File: src/rtl/bounded_step_scheduler.sv
// Round-robin scheduler sharing one bounded step/total counter pair between N_REQ requesters.
// Optional invariant checker (sticky err plus simulation assertions) enabled by BSS_INVARIANT_CHECK_EN.
module bounded_step_scheduler #(
  parameter int N_REQ = 4,
  parameter int CW    = 10,
  parameter int LIMIT = 250
) (
  input  logic                  clk,
  input  logic                  rst,
  input  logic                  start,
  input  logic [N_REQ-1:0]      req,
  output logic [N_REQ-1:0]      grant,
  output logic                  busy,
  output logic                  done,
  output logic [CW-1:0]         step,
  output logic [CW-1:0]         total,
  output logic [N_REQ*CW-1:0]   tally,
  output logic                  err
);

  localparam int RW = (N_REQ > 1) ? $clog2(N_REQ) : 1;
  localparam logic [CW-1:0] LIM = CW'(LIMIT);

  typedef enum logic [1:0] {IDLE, RUN, DONE} state_t;

  state_t         state, state_nxt;
  logic [RW-1:0]  rr;
  logic           restart;

  // First asserted request at or after pointer p, wrapping modulo N_REQ.
  function automatic logic [N_REQ-1:0] rr_pick(input logic [N_REQ-1:0] r, input logic [RW-1:0] p);
    logic [N_REQ-1:0] g;
    logic             found;
    logic [RW-1:0]    sel;
    int               idx;
    g     = '0;
    found = 1'b0;
    for (int i = 0; i < N_REQ; i++) begin
      idx = int'(p) + i;
      if (idx >= N_REQ) idx = idx - N_REQ;
      sel = RW'(idx);
      if (!found && r[sel]) begin
        g[sel] = 1'b1;
        found  = 1'b1;
      end
    end
    return g;
  endfunction

  function automatic logic [CW-1:0] sat_inc(input logic [CW-1:0] v, input logic [CW-1:0] cap);
    return (v < cap) ? v + CW'(1) : v;
  endfunction

  assign restart = start && (state != RUN);

  always_ff @(posedge clk) begin
    if (rst) state <= IDLE;
    else     state <= state_nxt;
  end

  always_comb begin
    state_nxt = state;
    case (state)
      IDLE:    if (start) state_nxt = RUN;
      RUN:     if ((|grant) && (step == LIM)) state_nxt = DONE;
      DONE:    if (start) state_nxt = RUN;
      default: state_nxt = IDLE;
    endcase
  end

  always_comb begin
    busy  = (state == RUN);
    done  = (state == DONE);
    grant = '0;
    if ((state == RUN) && (step <= LIM)) grant = rr_pick(req, rr);
  end

  // Counter bank: cleared on reset or run start, advanced by exactly one per grant.
  always_ff @(posedge clk) begin
    if (rst || restart) begin
      step  <= CW'(1);
      total <= '0;
      tally <= '0;
      rr    <= '0;
    end else if (|grant) begin
      step  <= sat_inc(step, LIM + CW'(1));
      total <= sat_inc(total, LIM);
      for (int k = 0; k < N_REQ; k++) begin
        if (grant[k]) begin
          tally[k*CW +: CW] <= tally[k*CW +: CW] + CW'(1);
          rr <= (k == N_REQ - 1) ? '0 : RW'(k + 1);
        end
      end
    end
  end

`ifdef BSS_INVARIANT_CHECK_EN
  logic [CW+3:0] tally_sum;
  logic          viol;

  always_comb begin
    tally_sum = '0;
    for (int k = 0; k < N_REQ; k++) tally_sum = tally_sum + (CW+4)'(tally[k*CW +: CW]);
    viol = (step != total + CW'(1))
        || (tally_sum != (CW+4)'(total))
        || ((step > LIM) && (total != LIM) && (total != '0))
        || ((grant & (grant - N_REQ'(1))) != '0);
  end

  always_ff @(posedge clk) begin
    if (rst)       err <= 1'b0;
    else if (viol) err <= 1'b1;
  end

  always @(posedge clk) begin
    if (!rst) begin
      assert (step == total + CW'(1));
      assert (tally_sum == (CW+4)'(total));
      assert (!((step > LIM) && (total != LIM) && (total != '0)));
      assert ((grant & (grant - N_REQ'(1))) == '0);
    end
  end
`else
  assign err = 1'b0;
`endif

endmodule

File: config.mk
export PLATFORM = sky130hd
export DESIGN_NAME = bounded_step_scheduler
export DESIGN_NICKNAME = d
export VERILOG_FILES = /design/src/rtl/bounded_step_scheduler.sv
export SDC_FILE = /design/constraint.sdc
export NUM_CORES = 1
export LEC_CHECK = 0
export CORE_ASPECT_RATIO = 2
export CORE_MARGIN = 2
export CORE_UTILIZATION = 45
export DETAILED_ROUTE_END_ITERATION = 8
export PLACE_DENSITY = 0.76
export SLEW_MARGIN = 5
export SYNTH_ARGS = -nofsm -noshare
export SYNTH_HDL_FRONTEND = slang
export SYNTH_SLANG_ARGS = --single-unit
File: constraint.sdc
create_clock -name clk -period 3.06 [get_ports clk]
set_input_delay 0.459 -clock clk [delete_from_list [all_inputs] [get_ports clk]]
set_output_delay 0.459 -clock clk [all_outputs]
set_load 0.005 [all_outputs]
==> ci_impl_report.md <==
## Synthesis and layout report

| Metric | Value |
|---|---|
| Routed wl met2 | 4598 um |
| Maximum operating frequency | 333.5 MHz |
| Wl on met1 | 3163 um |
| CTS max path bufs | 2 |
| Flops & latches, synth | 64 |
| Multi-input combinational area share | 0.4044 |
| Clock sinks | 64 |
| Tally of clock buffers in the finished layout | 13 |
| Final setup skew | 0.008824 ns |
| Cell with the most instances after synthesis | sky130_fd_sc_hd__dfxtp_1 |
| Final Max Slew Viols | 0 |
| Hold bufs inserted after CTS | 0 |
| Final design utilization | 0.6838 |
| Final worst-path cycle share | 0.9800 |
| Final hold viol count | 0 |
| Xor+xnor area frac | 0.09500 |
| Sequential cell count | 64 |
| Crit path DRT | 2.60 ns |
| Largest net degree at the start of global routing | 51 |
| Layout filler cell count | 551 |
| Setup WS pre-CTS | -0.2603 ns |
| Chip area in the Yosys report | 0.003227 mm^2 |
| Combined flip-flop and latch cell area | 0.001284 mm^2 |
| Actual slew at the worst max-slew pin | 0.7403 ns |
| Max-slew headroom | 0.5064 |
| Leakage power | 1.766 nW |
| Library cell occupying the most area in the post-synthesis netlist | sky130_fd_sc_hd__dfxtp_1 |
| Count of warnings emitted by yosys | 0 |
| TritonCTS clock tree | yes |
| Inverters excl. clock | 21 |
| Global-route wire length before repair | 13540 um |
| H-tree depth | 3 |
| Number of diodes | 0 |
| Root buffer cell | sky130_fd_sc_hd__clkbuf_16 |
| Worst min-delay path class | reg -> reg |
| Final instance area | 0.004746 mm^2 |
| Top layer reached by signal wires | met4 |
| CTS buffer count | 9 |
| Well tap count | 90 |
| Instance tally after logic synthesis | 379 |
| Routed Wire Length | 8436 um |
| All-Layer GR Usage | 0.2202 |
| Cell area reported after detailed placement | 0.004313 mm^2 |
| Top area cells in the synthesized netlist | sky130_fd_sc_hd__dfxtp_1 40%, sky130_fd_sc_hd__nor2_1 5.7%, sky130_fd_sc_hd__xnor2_1 5.7% |
| Peak VDD IR | 393.8 uV |
| Async set-reset flop share out of synthesis | 0 |
| Worst-path clk slew | 0.05 ns |
| Worst setup slack after layout | 0.06118 ns |
| Residual DRC count | 0 |
| Critical path type | reg -> out |
| Status | complete, no violations |
| Syn_area_per_cell | 8.514 um^2 |
| Dominant kind of combinational cell | simple AND/OR/NAND/NOR gates |
| Number of global-route vias before repair | 3011 |
| Layout cell share with drive strength beyond 1 | 0.1680 |
| Detailed Route Iter0 Violations | 114 |
[critical path: stages (launching register included)]
cell	delay [ns]
sky130_fd_sc_hd__dfxtp_2	0.33
sky130_fd_sc_hd__inv_1	0.07
sky130_fd_sc_hd__ha_4	0.29
sky130_fd_sc_hd__mux4_2	0.62
sky130_fd_sc_hd__nand2b_4	0.14
sky130_fd_sc_hd__o21ai_2	0.09
sky130_fd_sc_hd__o31ai_2	0.33
sky130_fd_sc_hd__inv_2	0.07
sky130_fd_sc_hd__dlygate4sd2_1	0.27
[power breakdown]
group / switching, mW / leakage (nW) / total (mW) / internal [mW]
registers: 0.0144 / 0.517 / 0.861 / 0.846
clock network: 0.345 / 0.150 / 1.02 / 0.671
logic: 0.183 / 1.10 / 0.345 / 0.162
total: 0.543 / 1.77 / 2.22 / 1.68
[cells in the final DEF (no fill, tap or decap), types with 3 or more instances in the layout]
cell type                         netlist  routed
sky130_fd_sc_hd__a21oi_1               24      21
sky130_fd_sc_hd__a21oi_2                0       3
sky130_fd_sc_hd__and2_1                 6       6
sky130_fd_sc_hd__and3_1                 4       4
sky130_fd_sc_hd__buf_4                  1      41
sky130_fd_sc_hd__clkbuf_16              0       9
sky130_fd_sc_hd__clkdlybuf4s50_1        0      64
sky130_fd_sc_hd__dfxtp_1               64      62
sky130_fd_sc_hd__dlygate4sd2_1          0       7
sky130_fd_sc_hd__ha_1                  14      13
sky130_fd_sc_hd__inv_1                 19      19
sky130_fd_sc_hd__mux4_2                 3       3
sky130_fd_sc_hd__nand2_1               36      36
sky130_fd_sc_hd__nand2b_1               8       7
sky130_fd_sc_hd__nand3_1               12      12
sky130_fd_sc_hd__nand4_1               11      11
sky130_fd_sc_hd__nor2_1                49      49
sky130_fd_sc_hd__nor3_1                12      11
sky130_fd_sc_hd__nor4_1                 8       8
sky130_fd_sc_hd__o21ai_0               11       8
sky130_fd_sc_hd__o31ai_2                1       3
sky130_fd_sc_hd__or3_1                  9       9
sky130_fd_sc_hd__xnor2_1               21      21
sky130_fd_sc_hd__xor2_1                14      14
[stage by stage]
| step | cells | TNS, ns |
|---|---|---|
| 2_1_floorplan | 379 | 0 |
| 3_3_place_gp | 568 | -2.197 |
| 3_5_place_dp | 568 | -4.045 |
| 4_1_cts | 590 | 0 |
| 5_1_grt | 590 | -0.01739 |
| 6_report | 590 | 0 |
[timing repair]
item                                    in CTS  in global routing
endpoints found under the setup margin       6                 13
resized                                     18                 12
pin swaps                                    6                  5
setup buffers                                6                  0
gates cloned                                 0                  0
[registers in the layout, summed over array words and instances, names as in the netlist]
| register | flops |
|---|---|
| rr | 2 |
| state | 2 |
| step | 10 |
| tally | 40 |
| total | 10 |
[worst paths after layout]
path                                  end  slack (ns)  cells after the start       from
worst max-delay path             grant[0]        0.06                      8      rr[1]
worst min-delay path            tally[39]        0.48                      2  tally[39]
worst max register to register    step[6]        0.12                     11      rr[0]
worst min register to register  tally[39]        0.48                      2  tally[39]
[logic make-up after synthesis]
group / count (synthesis)
XOR/XNOR: 35
other: 1
multiplexers: 5
AND-OR/OR-AND: 59
adder cells (fa/ha/maj): 14
flip-flops: 64
buffers and inverters: 31
AND/OR/NAND/NOR: 170
==> images/metal_stack.png <==
Two of the layers only.
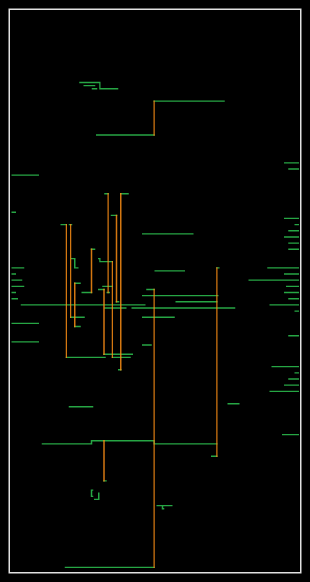
Orange is met4, wire length 303 um. Green is met3, wire length 371 um.

==> images/clock_map.png <==
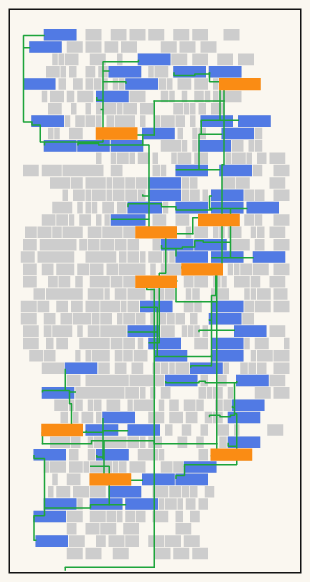
Orange is cells driving clock nets, count 9. Blue is flip-flops, count 64. Green is clock wires, length 842 um.
Position of the flops: all over the die. There are 10 routed clock nets.
clock share of power: 0.458
Clk power: 1.02 mW
later-pin clock latency in the skew report: 0.33 ns

==> images/final_congestion.png <==
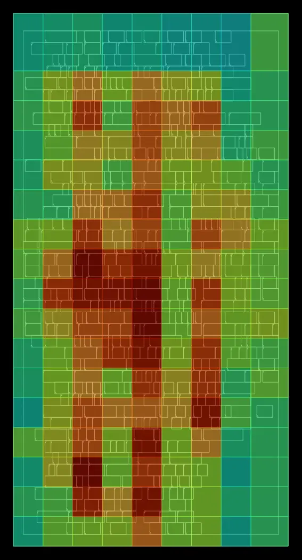
GR met1 Demand/Resource: 0.2345
met3 track demand over resource: 0.04155
GRT Max-Usage Layer: met2

==> images/pins.png <==
Pins as bars across the die edge, other pins in gray.
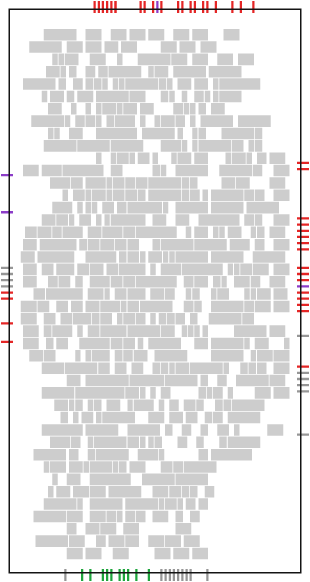
Red is tally, pins 40, direction output, edge 20 north, 16 east, 4 west. Green is total, pins 10, direction output, edge south. Purple is grant, pins 4, direction output, edge 2 west, 1 north, 1 east.
floorplan die width: 63.88 um
Port Buffers: 72
height of the die: 123.8 um

Power is estimated from default activity; no workload was simulated.
